run_1/registers.png
Drawn at 6 px/µm. Other sequential cells in the stronger grey, the rest of the logic in the fainter grey.
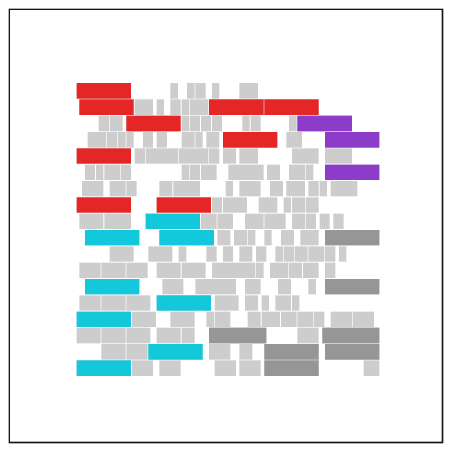
run_1/clock_map.png
Drawn at 8 px/µm.
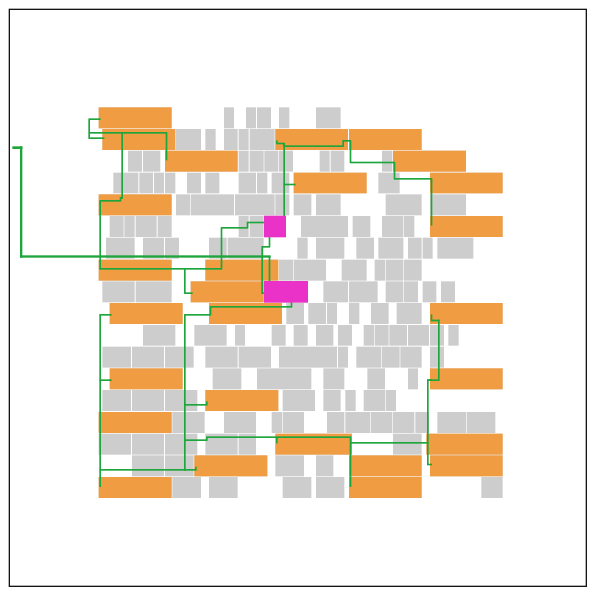
run_1/pdn.png
Drawn at 4 px/µm. Pins as bars on the die edge.
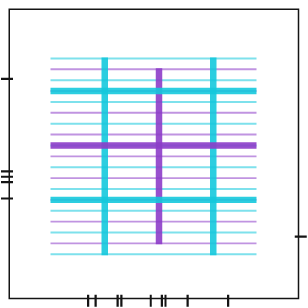
--- config.mk ---
export PLATFORM = sky130hd
export DESIGN_NAME = uart_tx_cfg
export DESIGN_NICKNAME = d
export VERILOG_FILES = /design/src/rtl/uart_tx_cfg.sv
export SDC_FILE = /design/constraint.sdc
export NUM_CORES = 1
export LEC_CHECK = 0
export CORE_MARGIN = 10
export CORE_UTILIZATION = 60
export DETAILED_ROUTE_END_ITERATION = 16
export HOLD_SLACK_MARGIN = 0.1
export PLACE_DENSITY_LB_ADDON = 0.08
export SYNTH_ARGS = -nofsm -noshare
export SYNTH_HDL_FRONTEND = slang
export SYNTH_SLANG_ARGS = --single-unit
export TNS_END_PERCENT = 10
--- constraint.sdc ---
create_clock -name clk -period 3.6 [get_ports clk]
set_input_delay 0.54 -clock clk [delete_from_list [all_inputs] [get_ports clk]]
set_output_delay 0.54 -clock clk [all_outputs]
set_load 0.01 [all_outputs]
--- src/rtl/uart_tx_cfg.sv ---
// Configurable UART transmitter: start bit, LSB-first payload, optional parity, stop bits.
// Define UART_TX_PARITY_EN to build in the parity bit (sense chosen by PARITY_ODD).
module uart_tx_cfg #(
  parameter int unsigned CLK_DIV    = 434,
  parameter int unsigned DATA_BITS  = 8,
  parameter int unsigned STOP_BITS  = 1,
  parameter int unsigned PARITY_ODD = 0
) (
  input  logic                 clk,
  input  logic                 rst_n,
  input  logic [DATA_BITS-1:0] tx_data,
  input  logic                 tx_valid,
  output logic                 tx_ready,
  output logic                 tx,
  output logic                 tx_busy,
  output logic                 tx_done
);

  localparam int unsigned CNT_W = $clog2(CLK_DIV);
  localparam int unsigned BIT_W = $clog2(DATA_BITS);

  typedef enum logic [2:0] {
    IDLE   = 3'd0,
    START  = 3'd1,
    DATA   = 3'd2,
`ifdef UART_TX_PARITY_EN
    PARITY = 3'd3,
`endif
    STOP   = 3'd4
  } state_e;

  state_e               state_q, state_d;
  logic [CNT_W-1:0]     cnt_q, cnt_d;
  logic [BIT_W-1:0]     bit_q, bit_d;
  logic [DATA_BITS-1:0] data_q, data_d;
  logic                 tx_q, tx_d;
  logic                 busy_q, busy_d;
  logic                 done_q, done_d;
  logic                 ready_q, ready_d;
  logic                 bit_end_c;
`ifdef UART_TX_PARITY_EN
  logic                 par_q, par_d;
`endif

  assign bit_end_c = (cnt_q == CNT_W'(CLK_DIV - 1));

  // State and output registers; reset parks the line idle and ready.
  always_ff @(posedge clk or negedge rst_n) begin
    if (!rst_n) begin
      state_q <= IDLE;
      cnt_q   <= '0;
      bit_q   <= '0;
      data_q  <= '0;
      tx_q    <= 1'b1;
      busy_q  <= 1'b0;
      done_q  <= 1'b0;
      ready_q <= 1'b1;
`ifdef UART_TX_PARITY_EN
      par_q   <= 1'b0;
`endif
    end else begin
      state_q <= state_d;
      cnt_q   <= cnt_d;
      bit_q   <= bit_d;
      data_q  <= data_d;
      tx_q    <= tx_d;
      busy_q  <= busy_d;
      done_q  <= done_d;
      ready_q <= ready_d;
`ifdef UART_TX_PARITY_EN
      par_q   <= par_d;
`endif
    end
  end

  // Next-state: tx_d is the level the line takes for the upcoming bit.
  always_comb begin
    state_d = state_q;
    cnt_d   = cnt_q;
    bit_d   = bit_q;
    data_d  = data_q;
    tx_d    = tx_q;
    busy_d  = busy_q;
    done_d  = 1'b0;
    ready_d = ready_q;
`ifdef UART_TX_PARITY_EN
    par_d   = par_q;
`endif

    if (state_q != IDLE) begin
      cnt_d = bit_end_c ? '0 : cnt_q + CNT_W'(1);
    end

    case (state_q)
      IDLE: begin
        tx_d = 1'b1;
        if (tx_valid && ready_q) begin
          state_d = START;
          tx_d    = 1'b0;
          cnt_d   = '0;
          bit_d   = '0;
          data_d  = tx_data;
          busy_d  = 1'b1;
          ready_d = 1'b0;
`ifdef UART_TX_PARITY_EN
          par_d   = (^tx_data) ^ 1'(PARITY_ODD);
`endif
        end
      end
      START: begin
        if (bit_end_c) begin
          state_d = DATA;
          tx_d    = data_q[0];
        end
      end
      DATA: begin
        if (bit_end_c) begin
          if (bit_q == BIT_W'(DATA_BITS - 1)) begin
            bit_d = '0;
`ifdef UART_TX_PARITY_EN
            state_d = PARITY;
            tx_d    = par_q;
`else
            state_d = STOP;
            tx_d    = 1'b1;
`endif
          end else begin
            bit_d  = bit_q + BIT_W'(1);
            data_d = data_q >> 1;
            tx_d   = data_q[1];
          end
        end
      end
`ifdef UART_TX_PARITY_EN
      PARITY: begin
        if (bit_end_c) begin
          state_d = STOP;
          tx_d    = 1'b1;
        end
      end
`endif
      STOP: begin
        if (bit_end_c) begin
          if (bit_q == BIT_W'(STOP_BITS - 1)) begin
            state_d = IDLE;
            bit_d   = '0;
            busy_d  = 1'b0;
            done_d  = 1'b1;
            ready_d = 1'b1;
          end else begin
            bit_d = bit_q + BIT_W'(1);
          end
        end
      end
      default: begin
        state_d = IDLE;
        tx_d    = 1'b1;
        busy_d  = 1'b0;
        ready_d = 1'b1;
      end
    endcase
  end

  assign tx       = tx_q;
  assign tx_busy  = busy_q;
  assign tx_done  = done_q;
  assign tx_ready = ready_q;

  // Illegal parameter combinations are flagged in simulation only.
  param_legal_a: assert property (@(posedge clk) disable iff (!rst_n)
    (CLK_DIV >= 2) && (CLK_DIV <= 65535) && (DATA_BITS >= 5) && (DATA_BITS <= 9) &&
    (STOP_BITS >= 1) && (STOP_BITS <= 2) && (PARITY_ODD <= 1));

endmodule

==> flow_metrics.py, run 1 <==
# Generated from Yosys and OpenROAD reports
metrics = {
    "grt": {
        "met1_usage": 0.169,
        "grtUsageTotal": 0.129,
        "use_met2": 0.213,
        "gr-total-overflow": 0,
    },
    "synthesis": {
        "synthCells": 158,
        "ys_cells": 158,
        "synth_area_um2": 1620,
        "yosys.area.top_type": "dfrtp_1",
        "ys.flops": 27,
        "ys_seq_frac": 0.419,
        "ys_area_um2": 1620,
        "synth_warnings": 0,
        "synthDistinctLibCells": 49,
    },
    "layout": {
        "combGateArea_um2": 868,
        "nMultiInputCombCells": 116,
        "layout_top_cells": "dfrtp_1 (25), mux2_2 (15), clkdlybuf4s50_1 (14)",
        "drive_above_1_share": 0.186,
        "bufAreaShareNonClock": 0.0822,
        "largest_register_ffs": 9,
        "inverters": 10,
        "antenna_cells": 0,
        "clkCellAreaFrac": 0.0146,
        "mostFrequentLayoutCell": "dfrtp_1",
    },
    "floorplanning": {
        "core_um2": 2520,
        "chipArea_um2": 5180,
        "fp_util": 0.642,
        "tap_cells": 30,
    },
    "worst_setup_path": {
        "r2r_start": "state_q[1]",
        "worstSetupEndpoint": "data_q[1]",
        "arrival_ns": 2.33,
        "crit_type": "register to register",
        "r2r-end": "data_q[1]",
        "worstPathMaxFanout": 18,
    },
    "sta": {
        "tightest_slew_ns": 0.672,
        "fin_crit_sh": 0.589,
        "maxSlewHeadroom": 0.552,
        "drv_slew": 0,
        "clock.fmax_mhz": 472,
    },
    "power_and_ir_drop": {
        "p_per_area_nw_per_um2": 262,
        "power_uw": 470,
        "p_leak_uw": 0.000694,
    },
    "min_path": {
        "whs_path_depth": 1,
        "hold_path.class": "register to register",
        "hp-start": "data_q[2]",
    },
    "routing": {
        "wl_met2_um": 1610,
        "wl_um": 3220,
        "top_layer_used": "met4",
        "via_per_inst": 6.23,
    },
    "cts": {
        "htree_levels": 1,
        "cts_buffer_depth": 2,
        "cts.sinks": 27,
        "cts_root_buf": "clkbuf_4",
        "ctsResizeCount": 0,
        "post_cts_buffers": 0,
        "clkLatencyLatePin_ns": 0.31,
        "clkSlewWorstSetupHoldPaths_ns": 0.15,
        "cts_buffers": 3,
    },
    "run_status": {
        "outcome": "finished clean",
    },
    "placement": {
        "gp_congestion": 0.862,
        "portBuffers": 14,
    },
}
## Picture notes: registers.png
| netlist name | colour | sequential cells |
|---|---|---|
| cnt_q | red | 9 |
| data_q | cyan | 8 |
| bit_q | purple | 3 |
not coloured: 7
final core occ: 0.712
P_seq: 310 µW
Register Area: 678 µm²
flop share of the area: 0.378

## Picture notes: clock_map.png
[flip-flops] orange | count: 27
[clock wires] green | length: 309 µm
[cells driving clock nets] magenta | count: 3
routed clock nets: 4
clk pwr: 128 µW
clock power share: 0.274

## Picture notes: pdn.png
| net | colour |
|---|---|
| VDD | purple |
| VSS | cyan |
met4 straps: 3
met5 straps: 3
met1 rails: 19
maximum VDD drop: 0.199 mV
chip width: 71.9 µm

## run 1: cell families (layout without fill, tap and decap cells)
kind of cell             Yosys count  after routing  synth area share
AND/OR/NAND/NOR                   50             50             0.189
buffers and inverters             15             29            0.0448
multiplexers                      15             15             0.104
XOR/XNOR                           2              2            0.0108
flip-flops                        27             27             0.419
AND-OR/OR-AND                     44             44             0.194
adder cells (fa/ha/maj)            5              5            0.0386
## run 1: synthesized netlist by cell type, drive strengths merged
cell / instances
and3: 1
o21ai: 8
nand4: 1
or2: 1
a2111oi: 1
nor3: 8
nor2: 7
a21oi: 10
nor4b: 2
nand2b: 1
o2bb2ai: 2
buf: 3
nor2b: 3
a2111o: 1
dfstp: 2
nor3b: 2
a311oi: 1
a22o: 2
inv: 10
a31oi: 3
o21bai: 2
or4b: 1
nand3: 5
ha: 5
a21o: 2
xor2: 1
or3: 2
a211oi: 3
a22oi: 1
nand2: 11
nor4bb: 1
and4: 1
nor4: 3
mux2: 15
clkbuf: 2
o211ai: 2
xnor2: 1
dfrtp: 25
o22ai: 6
## run 1: stage by stage
step,setup WS [ns],util,std cells
after global placement,1.48,0.701,198
final,1.48,0.712,202
after CTS,1.48,0.712,202
after global routing,1.35,0.712,202
after floorplan,1.94,-,158
after detailed placement,1.44,0.701,198
## run 1: critical path, stage by stage, from the launching register on
cell and delay, ns:
dfrtp_1 0.70, nor3b_4 0.55, nand2_2 0.12, o22ai_4 0.27
mux2_2 0.38
## run 1: power breakdown
group | switching [µW] | internal [µW] | total [µW] | leakage [µW]
Combinational | 12.2 | 18.5 | 30.8 | 0.000363
Clock | 85.3 | 43.2 | 128 | 0.0000150
Sequential | 2.35 | 308 | 310 | 0.000316
Total | 99.9 | 370 | 470 | 0.000694
run_1/cell_classes.png
Drawn at 6 px/µm. Fill, decap, tap and diode cells in grey.
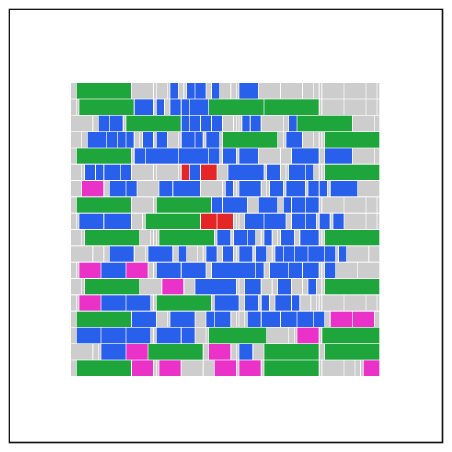

==> inputs of run 2 (changes only) <==
--- a/config.mk
+++ b/config.mk
@@ -6,7 +6,7 @@
 export NUM_CORES = 1
 export LEC_CHECK = 0
 export CORE_MARGIN = 10
-export CORE_UTILIZATION = 60
+export CORE_UTILIZATION = 56
 export DETAILED_ROUTE_END_ITERATION = 16
 export HOLD_SLACK_MARGIN = 0.1
 export PLACE_DENSITY_LB_ADDON = 0.08
==> constraint.sdc (replaced) <==
create_clock -name clk -period 2.22 [get_ports clk]
set_input_delay 0.333 -clock clk [delete_from_list [all_inputs] [get_ports clk]]
set_output_delay 0.333 -clock clk [all_outputs]
set_load 0.01 [all_outputs]
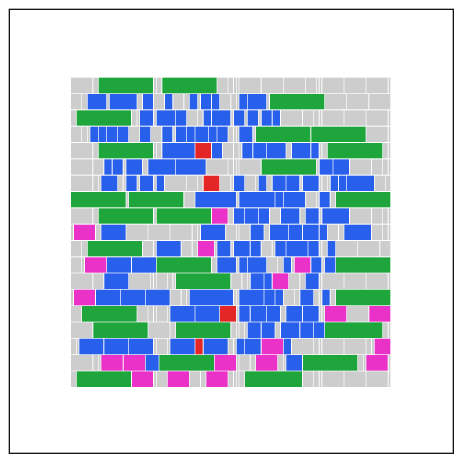
run_2/cell_classes.png
Drawn at 6 px/µm. Fill, decap, tap and diode cells in grey.
| class | colour | cells | share of their area |
|---|---|---|---|
| other buffers and delay cells | magenta | 19 | 9.9% |
| all other logic | blue | 126 | 51% |
| clock drivers and dummy loads | red | 4 | 1.5% |
| flip-flops | green | 27 | 38% |
cell area after layout: 1830 µm²
Core ar.: 2760 µm²

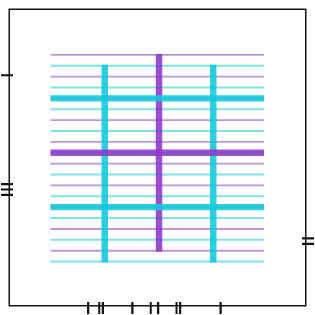
run_2/pdn.png
Drawn at 4 px/µm. Pins as bars on the die edge.
| net | colour |
|---|---|
| VDD | purple |
| VSS | cyan |
signal pins: 15
met1 rails: 20
met4 straps: 3
met5 straps: 3
DIE HEIGHT: 73.8 µm
chip width: 73.8 µm
maximum VDD drop: 0.376 mV

==> run 2 against run 1 <==
Routed wire length up 2.5%. Global-route usage up 0.26 points. Core utilization down 4.9 points. Final cell count up 2.5%. Power up 65%. Setup slack worse by 1.1 ns. Critical path type unchanged. Critical endpoint is now data_q[7]. Largest cell class unchanged. Largest power group unchanged.
==> flow_metrics.py, run 2 <==
# Generated from Yosys and OpenROAD reports
metrics = {
    "floorplanning": {
        "chipArea_um2": 5440,
    },
    "synthesis": {
        "edf_count": 0,
        "ys.flops": 27,
        "common_cells": "dfrtp_1 (25), mux2_2 (15), inv_1 (10)",
        "synthCells": 158,
        "ys_seq_frac": 0.419,
        "most_common_cell": "dfrtp_1",
        "synthDistinctLibCells": 49,
        "ys_cells": 158,
        "synthArstFlopShare": 1.00,
        "yosys.area.top_type": "dfrtp_1",
        "synth_warnings": 0,
    },
    "routing": {
        "via_per_inst": 6.19,
        "wl_met2_um": 1560,
    },
    "layout": {
        "largest_register_ffs": 9,
        "antenna_cells": 0,
        "final_cells": 207,
        "layout_top_cells": "dfrtp_1 (25), mux2_2 (15), clkdlybuf4s50_1 (14)",
        "mostFrequentLayoutCell": "dfrtp_1",
        "drive_above_1_share": 0.205,
    },
    "grt": {
        "grtUsageTotal": 0.131,
        "use_met2": 0.209,
        "met1_usage": 0.174,
    },
    "worst_setup_path": {
        "cp_slowest_cell": "dfrtp_1",
        "path_cells": "nor4b_2, nand2_2, o22ai_4, mux2_2",
        "crit_family": "simple AND/OR/NAND/NOR gates",
        "arrival_ns": 2.12,
        "worstPathMaxFanout": 8,
        "crit_buf_inv": 0,
        "cp_slowest_stage_delay_ns": 0.48,
        "crit_type": "register to register",
    },
    "cts": {
        "htree_levels": 1,
        "ctsResizeCount": 0,
        "cts_buffer_depth": 2,
        "cts_buffers": 3,
        "cts.sinks": 27,
        "clkLatencyLatePin_ns": 0.33,
    },
    "placement": {
        "gp_congestion": 0.885,
        "place_inst": 203,
    },
    "power_and_ir_drop": {
        "p_per_area_nw_per_um2": 423,
    },
    "run_status": {
        "outcome": "finished clean",
    },
    "sta": {
        "clock.fmax_mhz": 530,
    },
}
==> run 2: cell counts after synthesis <==
Identical to the previous run, type by type.
==> run 2: report_power, final <==
part	total [µW]	switching, µW	internal [µW]
sequential	503	3.83	499
clock	220	149	70.5
combinational	50.0	20.0	30.1
==> run 2: logic make-up after synthesis <==
kind of cell,Yosys count,synth area share
XOR/XNOR,2,0.0108
adder cells (fa/ha/maj),5,0.0386
AND-OR/OR-AND,44,0.194
flip-flops,27,0.419
AND/OR/NAND/NOR,50,0.189
buffers and inverters,15,0.0448
multiplexers,15,0.104
==> run 2: worst paths after layout <==
| kind | start | end | slack, ns | cells after the start |
|---|---|---|---|---|
| setup / recovery | cnt_q[6] | data_q[7] | 0.33 | 4 |
| hold / removal | rst_n | bit_q[2] | 0.36 | 2 |
| setup reg to reg | cnt_q[6] | data_q[7] | 0.33 | 4 |
| hold reg to reg | data_q[5] | data_q[5] | 0.52 | 1 |
| max in group asynchronous | rst_n | tx | 1.56 | 2 |
| min in group clk | data_q[5] | data_q[5] | 0.52 | 1 |
==> run 2: final cells by class <==
type                    count  area, µm²  area share
well taps                  31       38.8      0.0212
flip-flops and latches     27        678       0.371
clock buffers               4       26.3      0.0144
multi-input cells         116        868       0.475
inverters                  10       37.5      0.0205
repair buffers             19        178      0.0973
==> run 2: through the flow <==
| stage | hold slack, ns | utilization | power (µW) | setup WS (ns) | area [µm²] |
|---|---|---|---|---|---|
| floorplan | 0.0374 | - | 530 | 0.556 | 1620 |
| global placement | 0.485 | 0.653 | 562 | 0.309 | 1800 |
| detailed placement | 0.492 | 0.653 | 564 | 0.263 | 1800 |
| CTS | 0.369 | 0.662 | 777 | 0.323 | 1830 |
| global route | 0.379 | 0.662 | 804 | 0.198 | 1830 |
| finish | 0.357 | 0.662 | 773 | 0.333 | 1830 |
No activity file was given, so power comes from the tool's default toggle rates.
